## src/rtl/gate_sequencer.sv

```systemverilog
// gate_sequencer: clear/gate/latch sequencing, overflow tracking and digit scan for the 8-digit BCD counter.
// Latency: all outputs registered except ctr_enable (combinational); no backpressure, inputs always accepted.
module gate_sequencer #(
    parameter int TICK_DIV   = 100000,
    parameter int SCAN_DIV   = 50000,
    parameter int HOLD_TICKS = 100
) (
    input  logic       clk_in,
    input  logic       nreset,
    input  logic       sig_edge,
    input  logic [1:0] range,
    input  logic       run,
    input  logic       single,
    input  logic       carry_in,
    output logic       ctr_enable,
    output logic       reset_ctr,
    output logic       latchit,
    output logic [2:0] digit_select,
    output logic       gate_active,
    output logic       busy,
    output logic       result_valid,
    output logic       overflow
);

    localparam int MAX_TICKS = (HOLD_TICKS > 10000) ? HOLD_TICKS : 10000;
    localparam int TW        = $clog2(MAX_TICKS + 1);
    localparam int PW        = $clog2(TICK_DIV);
    localparam int SW        = (SCAN_DIV > 1) ? $clog2(SCAN_DIV) : 1;

    localparam logic [PW-1:0] PRE_LAST  = PW'(TICK_DIV - 1);
    localparam logic [SW-1:0] SCAN_LAST = SW'(SCAN_DIV - 1);
    localparam logic [TW-1:0] HOLD_LAST = TW'(HOLD_TICKS - 1);

    typedef enum logic [2:0] {
        S_IDLE,
        S_CLEAR,
        S_GATE,
        S_SETTLE,
        S_LATCH,
        S_RELEASE,
        S_HOLD
    } state_t;

    state_t        state_q, state_d;
    logic          step_q, step_d;
    logic [1:0]    range_q, range_d;
    logic [PW-1:0] pre_q, pre_d;
    logic [TW-1:0] tick_q, tick_d;
    logic          sticky_q, sticky_d;
    logic          reset_ctr_q, reset_ctr_d;
    logic          latchit_q, latchit_d;
    logic          gate_active_q, gate_active_d;
    logic          busy_q, busy_d;
    logic          result_valid_q, result_valid_d;
    logic          overflow_q, overflow_d;
    logic [SW-1:0] scan_q, scan_d;
    logic [2:0]    digit_q, digit_d;

    logic [TW-1:0] gate_last;
    logic          pre_wrap;

    assign ctr_enable = sig_edge & gate_active_q;
    assign pre_wrap   = (pre_q == PRE_LAST);

    // Last tick index of the gate, from the range captured on entry to CLEAR.
    always_comb begin
        case (range_q)
            2'd0:    gate_last = TW'(9);
            2'd1:    gate_last = TW'(99);
            2'd2:    gate_last = TW'(999);
            default: gate_last = TW'(9999);
        endcase
    end

    always_comb begin
        state_d  = state_q;
        step_d   = step_q;
        range_d  = range_q;
        pre_d    = pre_q;
        tick_d   = tick_q;
        sticky_d = sticky_q;

        case (state_q)
            S_IDLE: begin
                if (run || single) begin
                    state_d  = S_CLEAR;
                    range_d  = range;
                    step_d   = 1'b0;
                    pre_d    = '0;
                    tick_d   = '0;
                    sticky_d = 1'b0;
                end
            end
            S_CLEAR: begin
                pre_d    = '0;
                tick_d   = '0;
                sticky_d = 1'b0;
                if (step_q) begin
                    state_d = S_GATE;
                    step_d  = 1'b0;
                end else begin
                    step_d = 1'b1;
                end
            end
            S_GATE: begin
                if (carry_in && ctr_enable) begin
                    sticky_d = 1'b1;
                end
                if (pre_wrap) begin
                    pre_d = '0;
                    if (tick_q == gate_last) begin
                        state_d = S_SETTLE;
                        tick_d  = '0;
                    end else begin
                        tick_d = tick_q + TW'(1);
                    end
                end else begin
                    pre_d = pre_q + PW'(1);
                end
            end
            S_SETTLE: begin
                state_d = S_LATCH;
                step_d  = 1'b0;
            end
            S_LATCH: begin
                if (step_q) begin
                    state_d = S_RELEASE;
                    step_d  = 1'b0;
                end else begin
                    step_d = 1'b1;
                end
            end
            S_RELEASE: begin
                state_d = S_HOLD;
                pre_d   = '0;
                tick_d  = '0;
            end
            S_HOLD: begin
                if (pre_wrap) begin
                    pre_d = '0;
                    if (tick_q == HOLD_LAST) begin
                        tick_d = '0;
                        // run is only consulted here, so dropping it mid-cycle still publishes.
                        if (run) begin
                            state_d  = S_CLEAR;
                            range_d  = range;
                            step_d   = 1'b0;
                            sticky_d = 1'b0;
                        end else begin
                            state_d = S_IDLE;
                        end
                    end else begin
                        tick_d = tick_q + TW'(1);
                    end
                end else begin
                    pre_d = pre_q + PW'(1);
                end
            end
            default: begin
                state_d = S_IDLE;
            end
        endcase

        reset_ctr_d    = (state_d == S_CLEAR);
        gate_active_d  = (state_d == S_GATE);
        latchit_d      = (state_d == S_LATCH);
        result_valid_d = (state_d == S_RELEASE);
        busy_d         = (state_d != S_IDLE);
        overflow_d     = (state_d == S_RELEASE) ? sticky_d : overflow_q;

        if (scan_q == SCAN_LAST) begin
            scan_d  = '0;
            digit_d = digit_q + 3'd1;
        end else begin
            scan_d  = scan_q + SW'(1);
            digit_d = digit_q;
        end
    end

    always_ff @(posedge clk_in or negedge nreset) begin
        if (!nreset) begin
            state_q        <= S_IDLE;
            step_q         <= 1'b0;
            range_q        <= '0;
            pre_q          <= '0;
            tick_q         <= '0;
            sticky_q       <= 1'b0;
            reset_ctr_q    <= 1'b0;
            latchit_q      <= 1'b0;
            gate_active_q  <= 1'b0;
            busy_q         <= 1'b0;
            result_valid_q <= 1'b0;
            overflow_q     <= 1'b0;
            scan_q         <= '0;
            digit_q        <= '0;
        end else begin
            state_q        <= state_d;
            step_q         <= step_d;
            range_q        <= range_d;
            pre_q          <= pre_d;
            tick_q         <= tick_d;
            sticky_q       <= sticky_d;
            reset_ctr_q    <= reset_ctr_d;
            latchit_q      <= latchit_d;
            gate_active_q  <= gate_active_d;
            busy_q         <= busy_d;
            result_valid_q <= result_valid_d;
            overflow_q     <= overflow_d;
            scan_q         <= scan_d;
            digit_q        <= digit_d;
        end
    end

    assign reset_ctr    = reset_ctr_q;
    assign latchit      = latchit_q;
    assign gate_active  = gate_active_q;
    assign busy         = busy_q;
    assign result_valid = result_valid_q;
    assign overflow     = overflow_q;
    assign digit_select = digit_q;

endmodule

```

## config.mk

```make
export PLATFORM = sky130hd
export DESIGN_NAME = gate_sequencer
export DESIGN_NICKNAME = d
export VERILOG_FILES = /design/src/rtl/gate_sequencer.sv
export SDC_FILE = /design/constraint.sdc
export NUM_CORES = 1
export LEC_CHECK = 0
export CORE_UTILIZATION = 61
export CTS_CLUSTER_SIZE = 10
export DETAILED_ROUTE_END_ITERATION = 8
export GPL_ROUTABILITY_DRIVEN = 0
export PLACE_DENSITY = 0.81
export SLEW_MARGIN = 40
export SYNTH_ARGS = -nofsm -noshare
export SYNTH_HDL_FRONTEND = slang
export SYNTH_SLANG_ARGS = --single-unit
```

## constraint.sdc

```tcl
create_clock -name clk_in -period 5.6 [get_ports clk_in]
set_input_delay 1.12 -clock clk_in [delete_from_list [all_inputs] [get_ports clk_in]]
set_output_delay 1.12 -clock clk_in [all_outputs]
set_load 0.05 [all_outputs]
```

### Cells by drive strength, run 1

(6 px per um)
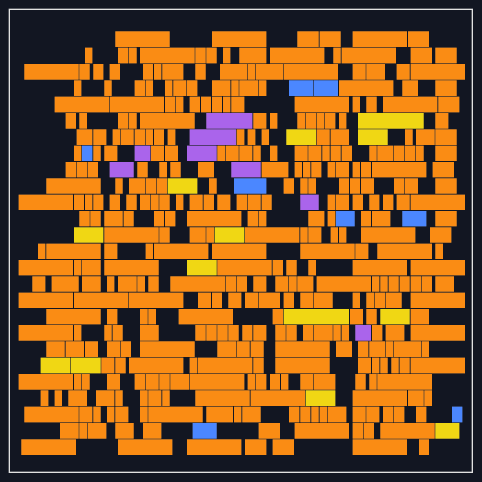
size	color	cells	share
_6 and larger	yellow	13	3.2%
_3 and _4 cells	purple	8	2.0%
_0 and _1 cells	orange	377	93%
_2 cells	blue	8	2.0%
area overhead of the layout relative to synthesis: 12.5%
summed area of non-filler cells in the final layout: 3850 um^2
min setup slack post-route: 1.97 ns

### Met2 routing, run 1

(4 px per um)
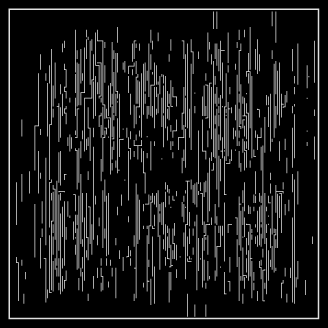
wire length on this layer	3,270 um
nets with wire on the layer	331
longest straight run	30.9 um
main direction	vertical
routing usage on met2: 41.1%
total wire length: 7000 um
via count: 2,860

### Sequential cells colored by netlist name, run 1

(4 px per um) Other sequential cells in the stronger gray, the rest of the logic in the fainter gray.
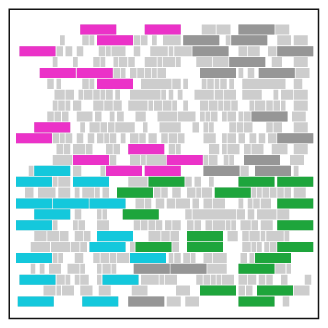
name in the netlist	color	placed flops
tick_q	magenta	14
scan_q	cyan	16
pre_q	green	17
not colored	16

### Routing congestion, run 1

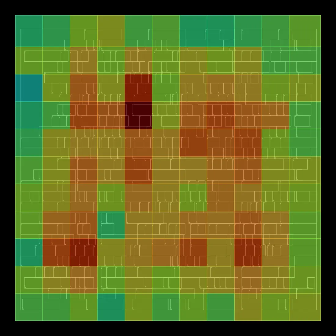
drt wl/cell: 14.7 um
global routing usage on met1: 35.1%
fin util: 73.1%
global routing's busiest layer: met2

==> impl_metrics.ini, run 1 <==
; generated from flow reports
[critical_path]
critPathBufInv = 2
critPathMaxFanout = 2
cp_num_cells = 3
crit_path_cell_trace = clkdlybuf4s50_1 -> and2_1 -> clkdlybuf4s50_1
worst_setup_path_startpoint = sig_edge
worstReg2RegEnd = tick_q[2]$_DFFE_PN0P_
crit_path_max_incr_delay_ns = 0.80
worstSetupEndpoint = ctr_enable
crit_path_frequent_cell = sky130_fd_sc_hd__clkdlybuf4s50_1
reg2reg_setup_slack_ns = 2.70
worst-endpoint-required_ns = 4.48

[synthesis]
ys_seq_share_pct = 46.0
logic_family = simple AND/OR/NAND/NOR gates
yosys_simple_share_pct = 27.1
post_synth_main_area_contributors = sky130_fd_sc_hd__dfrtp_1, sky130_fd_sc_hd__o21ai_0, sky130_fd_sc_hd__nand2_1, sky130_fd_sc_hd__nor2_1, sky130_fd_sc_hd__a21oi_1
synth.top_cell.area_share_pct = 46.0
post_synth_instance_area_um2 = 3430
synthArstFlopShare_pct = 100
number_of_enable_flip_flop_cells = 0
aoi_share_pct = 14.9
ys_top_cells_by_count = sky130_fd_sc_hd__dfrtp_1, sky130_fd_sc_hd__nand2_1, sky130_fd_sc_hd__o21ai_0, sky130_fd_sc_hd__nor2_1, sky130_fd_sc_hd__a21oi_1
ys_chip_area_um2 = 3430
syn-instance-count = 388
post_synth.cell_area_avg_um2 = 8.83
ys_sh_xor_pct = 4.60
synth.yosys.num_cells = 388
ys_sh_adder_pct = 2.56

[drt]
wl_met1_um = 3290
highest_layer = met4
drtIter0Drc = 161
firstDrtPassIters = 4
drc = 0
final_antenna_net_count = 0
met2_wirelength_um = 3270

[power_and_ir_drop]
power.sequential.fraction_pct = 49.4
power_density_nw_per_um2 = 240
combinationalPower_uw = 25.1
total_leakage_power_nw = 1.61
power-top-group = registers
fin_total_pwr_uw = 924
power_switching_uw = 197
power.internal_uw = 727
sw_frac_of_total_pct = 21.3
max-vdd-ir-drop_v = 0.000245
comb_power_share_pct = 2.7

[layout]
final_layout_top_logic_cell = sky130_fd_sc_hd__dfrtp_1
fillers = 379
max_flop_register = pre_q
layout.sequential_cells = 63
layout_top_cells_excl_fill_tap = sky130_fd_sc_hd__dfrtp_1, sky130_fd_sc_hd__nand2_1, sky130_fd_sc_hd__o21ai_0
diodes = 0
logic_area_um2 = 1740
nNetsFinal = 416
largestClassByArea = multi-input combinational cells
area.share.combinational_pct = 45.2
clockNetworkAreaShare_pct = 5.78
seq_area_share_pct = 40.9
largestRegisters = pre_q: 17 flops, scan_q: 16 flops, tick_q: 14 flops

[global_route]
global_route.overflow_total = 0
grt_max_degree = 64

[timing]
finalClockSkew_ns = 0.00837
timing.final.setup_violations = 0
finalCritPeriodShare_pct = 64.8
max_slew_headroom_pct = 51.2
final_number_of_hold_violating_endpoints = 0
fin_tns_setup_ns = 0
max_freq_mhz = 276
worst_pin_slew_ns = 0.730
final-max-slew-violation-count = 0

[placement]
placement.cell_area_um2 = 3630
placed_cells_incl_taps = 460
count_of_buffers_inserted_at_the_top_level_ports = 17

[clock_tree]
cts_setup_buffers = 0
clk_latency_ns = 0.34
cts_tree = yes
cts_buffers = 9
ctsRootBufferMaster = sky130_fd_sc_hd__clkbuf_8

[min_path]
holdCritPathClass = reg -> reg
hold_path_end = digit_select[2]$_DFFE_PN0N_

[status]
status = finished clean

[floorplanning]
initial_cell_density_of_the_core_pct = 65.0
coreArea_um2 = 5270
die_y_um = 76.9

[job]
tool_warnings = 28
==> run 1 -> run 2 <==
--- a/config.mk
+++ b/config.mk
@@ -5,11 +5,11 @@
 export SDC_FILE = /design/constraint.sdc
 export NUM_CORES = 1
 export LEC_CHECK = 0
-export CORE_UTILIZATION = 61
+export CORE_UTILIZATION = 54
 export CTS_CLUSTER_SIZE = 10
 export DETAILED_ROUTE_END_ITERATION = 8
 export GPL_ROUTABILITY_DRIVEN = 0
-export PLACE_DENSITY = 0.81
+export PLACE_DENSITY = 0.76
 export SLEW_MARGIN = 40
 export SYNTH_ARGS = -nofsm -noshare
 export SYNTH_HDL_FRONTEND = slang
==> constraint.sdc (replaced) <==
create_clock -name clk_in -period 2.96 [get_ports clk_in]
set_input_delay 0.592 -clock clk_in [delete_from_list [all_inputs] [get_ports clk_in]]
set_output_delay 0.592 -clock clk_in [all_outputs]
set_load 0.05 [all_outputs]
### Cells by drive strength, run 2

(6 px per um)
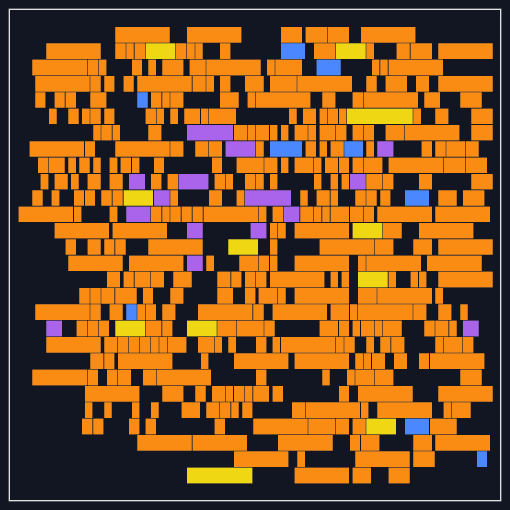
size	color	cells	share	most used
_6 and larger	yellow	11	2.7%	clkbuf_8
_2 cells	blue	9	2.2%	mux2_2
_3 and _4 cells	purple	15	3.6%	buf_4
_0 and _1 cells	orange	377	92%	dfrtp_1
summed area of non-filler cells in the final layout: 3890 um^2
area overhead of the layout relative to synthesis: 13.5%
number of signal-net buffers in the layout: 25
min setup slack post-route: 0.399 ns

==> impl_metrics.ini, run 2 <==
; generated from flow reports
[layout]
diodes = 0
area.share.combinational_pct = 44.7
seq_area_share_pct = 40.5
logic_area_um2 = 1740
layout.sequential_cells = 63
largestRegisters = pre_q: 17 flops, scan_q: 16 flops, tick_q: 14 flops
layout_top_cells_excl_fill_tap = sky130_fd_sc_hd__dfrtp_1, sky130_fd_sc_hd__nand2_1, sky130_fd_sc_hd__o21ai_0
largestClassByArea = multi-input combinational cells
final_util_pct = 64.6
fillers = 495
final_layout_top_logic_cell = sky130_fd_sc_hd__dfrtp_1
nNetsFinal = 422
clockNetworkAreaShare_pct = 5.47
max_flop_register = pre_q
nMultiInputCombCells = 297

[floorplanning]
die_y_um = 81.7
tap_cells = 75
coreArea_um2 = 6030
initial_cell_density_of_the_core_pct = 56.9

[power_and_ir_drop]
combinationalPower_uw = 50.0
total_leakage_power_nw = 1.63
power-top-group = registers
power.sequential.fraction_pct = 49.8
power.internal_mw = 1.35
comb_power_share_pct = 2.9
power_switching_uw = 381
sw_frac_of_total_pct = 22.0
fin_total_pwr_mw = 1.73
power_density_nw_per_um2 = 445
max-vdd-ir-drop_v = 0.000303

[global_route]
global_route.overflow_total = 0
grt_max_degree = 24
grt_pass1_vias = 2685
top_usage_layer = met2

[placement]
count_of_buffers_inserted_at_the_top_level_ports = 17
preCtsSetupSlack_ns = 0.402
placement.cell_area_um2 = 3680
placed_cells_incl_taps = 471

[synthesis]
aoi_share_pct = 14.9
ys_chip_area_um2 = 3430
ys_seq_share_pct = 46.0
synth.yosys.num_cells = 388
syn-instance-count = 388
synth.top_cell.area_share_pct = 46.0
post_synth.cell_area_avg_um2 = 8.83
post_synth_instance_area_um2 = 3430
ys_sh_xor_pct = 4.60
number_of_enable_flip_flop_cells = 0
post_synth_main_area_contributors = sky130_fd_sc_hd__dfrtp_1, sky130_fd_sc_hd__o21ai_0, sky130_fd_sc_hd__nand2_1, sky130_fd_sc_hd__nor2_1, sky130_fd_sc_hd__a21oi_1
yosys_simple_share_pct = 27.1
logic_family = simple AND/OR/NAND/NOR gates
ys_top_cells_by_count = sky130_fd_sc_hd__dfrtp_1, sky130_fd_sc_hd__nand2_1, sky130_fd_sc_hd__o21ai_0, sky130_fd_sc_hd__nor2_1, sky130_fd_sc_hd__a21oi_1
synthArstFlopShare_pct = 100
ys_sh_adder_pct = 2.56

[job]
drv_cap = 0
tool_warnings = 28

[drt]
firstDrtPassIters = 4
met2_wirelength_um = 3290
final_antenna_net_count = 0
drc = 0
drtIter0Drc = 185
viasPerCell = 5.97
vias = 2906
wl_met1_um = 3630
drt-wirelength-per-cell_um = 15.2
highest_layer = met4
detail_route.wirelength_um = 7380

[timing]
finalCritPeriodShare_pct = 86.5
finalClockSkew_ns = 0.00850
worst_pin_slew_ns = 0.515
final-max-slew-violation-count = 0
grt_setup_unrepaired = no
max_slew_headroom_pct = 65.6
timing.final.setup_violations = 0
max_freq_mhz = 390
fin_tns_setup_ns = 0
final_number_of_hold_violating_endpoints = 0

[critical_path]
cp_num_cells = 3
worst_setup_path_startpoint = sig_edge
worst-endpoint-required_ns = 2.37
critPathMaxFanout = 2
crit_path_cell_trace = clkdlybuf4s50_1 -> and2_1 -> clkdlybuf4s50_1
crit_path_max_incr_delay_ns = 0.80
worstReg2RegEnd = tick_q[5]$_DFFE_PN0P_
crit_path_frequent_cell = sky130_fd_sc_hd__clkdlybuf4s50_1
worst_path_dominant_cell_family = buffers and inverters
critPathBufInv = 2
worstSetupEndpoint = ctr_enable
critical-path-slowest-cell = sky130_fd_sc_hd__clkdlybuf4s50_1
reg2reg_setup_slack_ns = 0.43

[status]
status = finished clean

[clock_tree]
clk_latency_ns = 0.35
ctsRootBufferMaster = sky130_fd_sc_hd__clkbuf_8
cts_buffers = 9
cts_setup_buffers = 0
ctsResizeCount = 0
cts_tree = yes

[min_path]
holdCritPathClass = in -> async
### Routing congestion, run 2

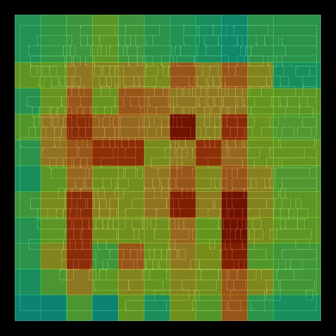
routing usage on met2: 36.8%
overall global routing resource usage: 24.5%
met3 routing resource usage after global routing: 6.22%
global routing usage on met1: 33.5%

Power figures rest on the tool's default switching activity, not on a simulated workload.
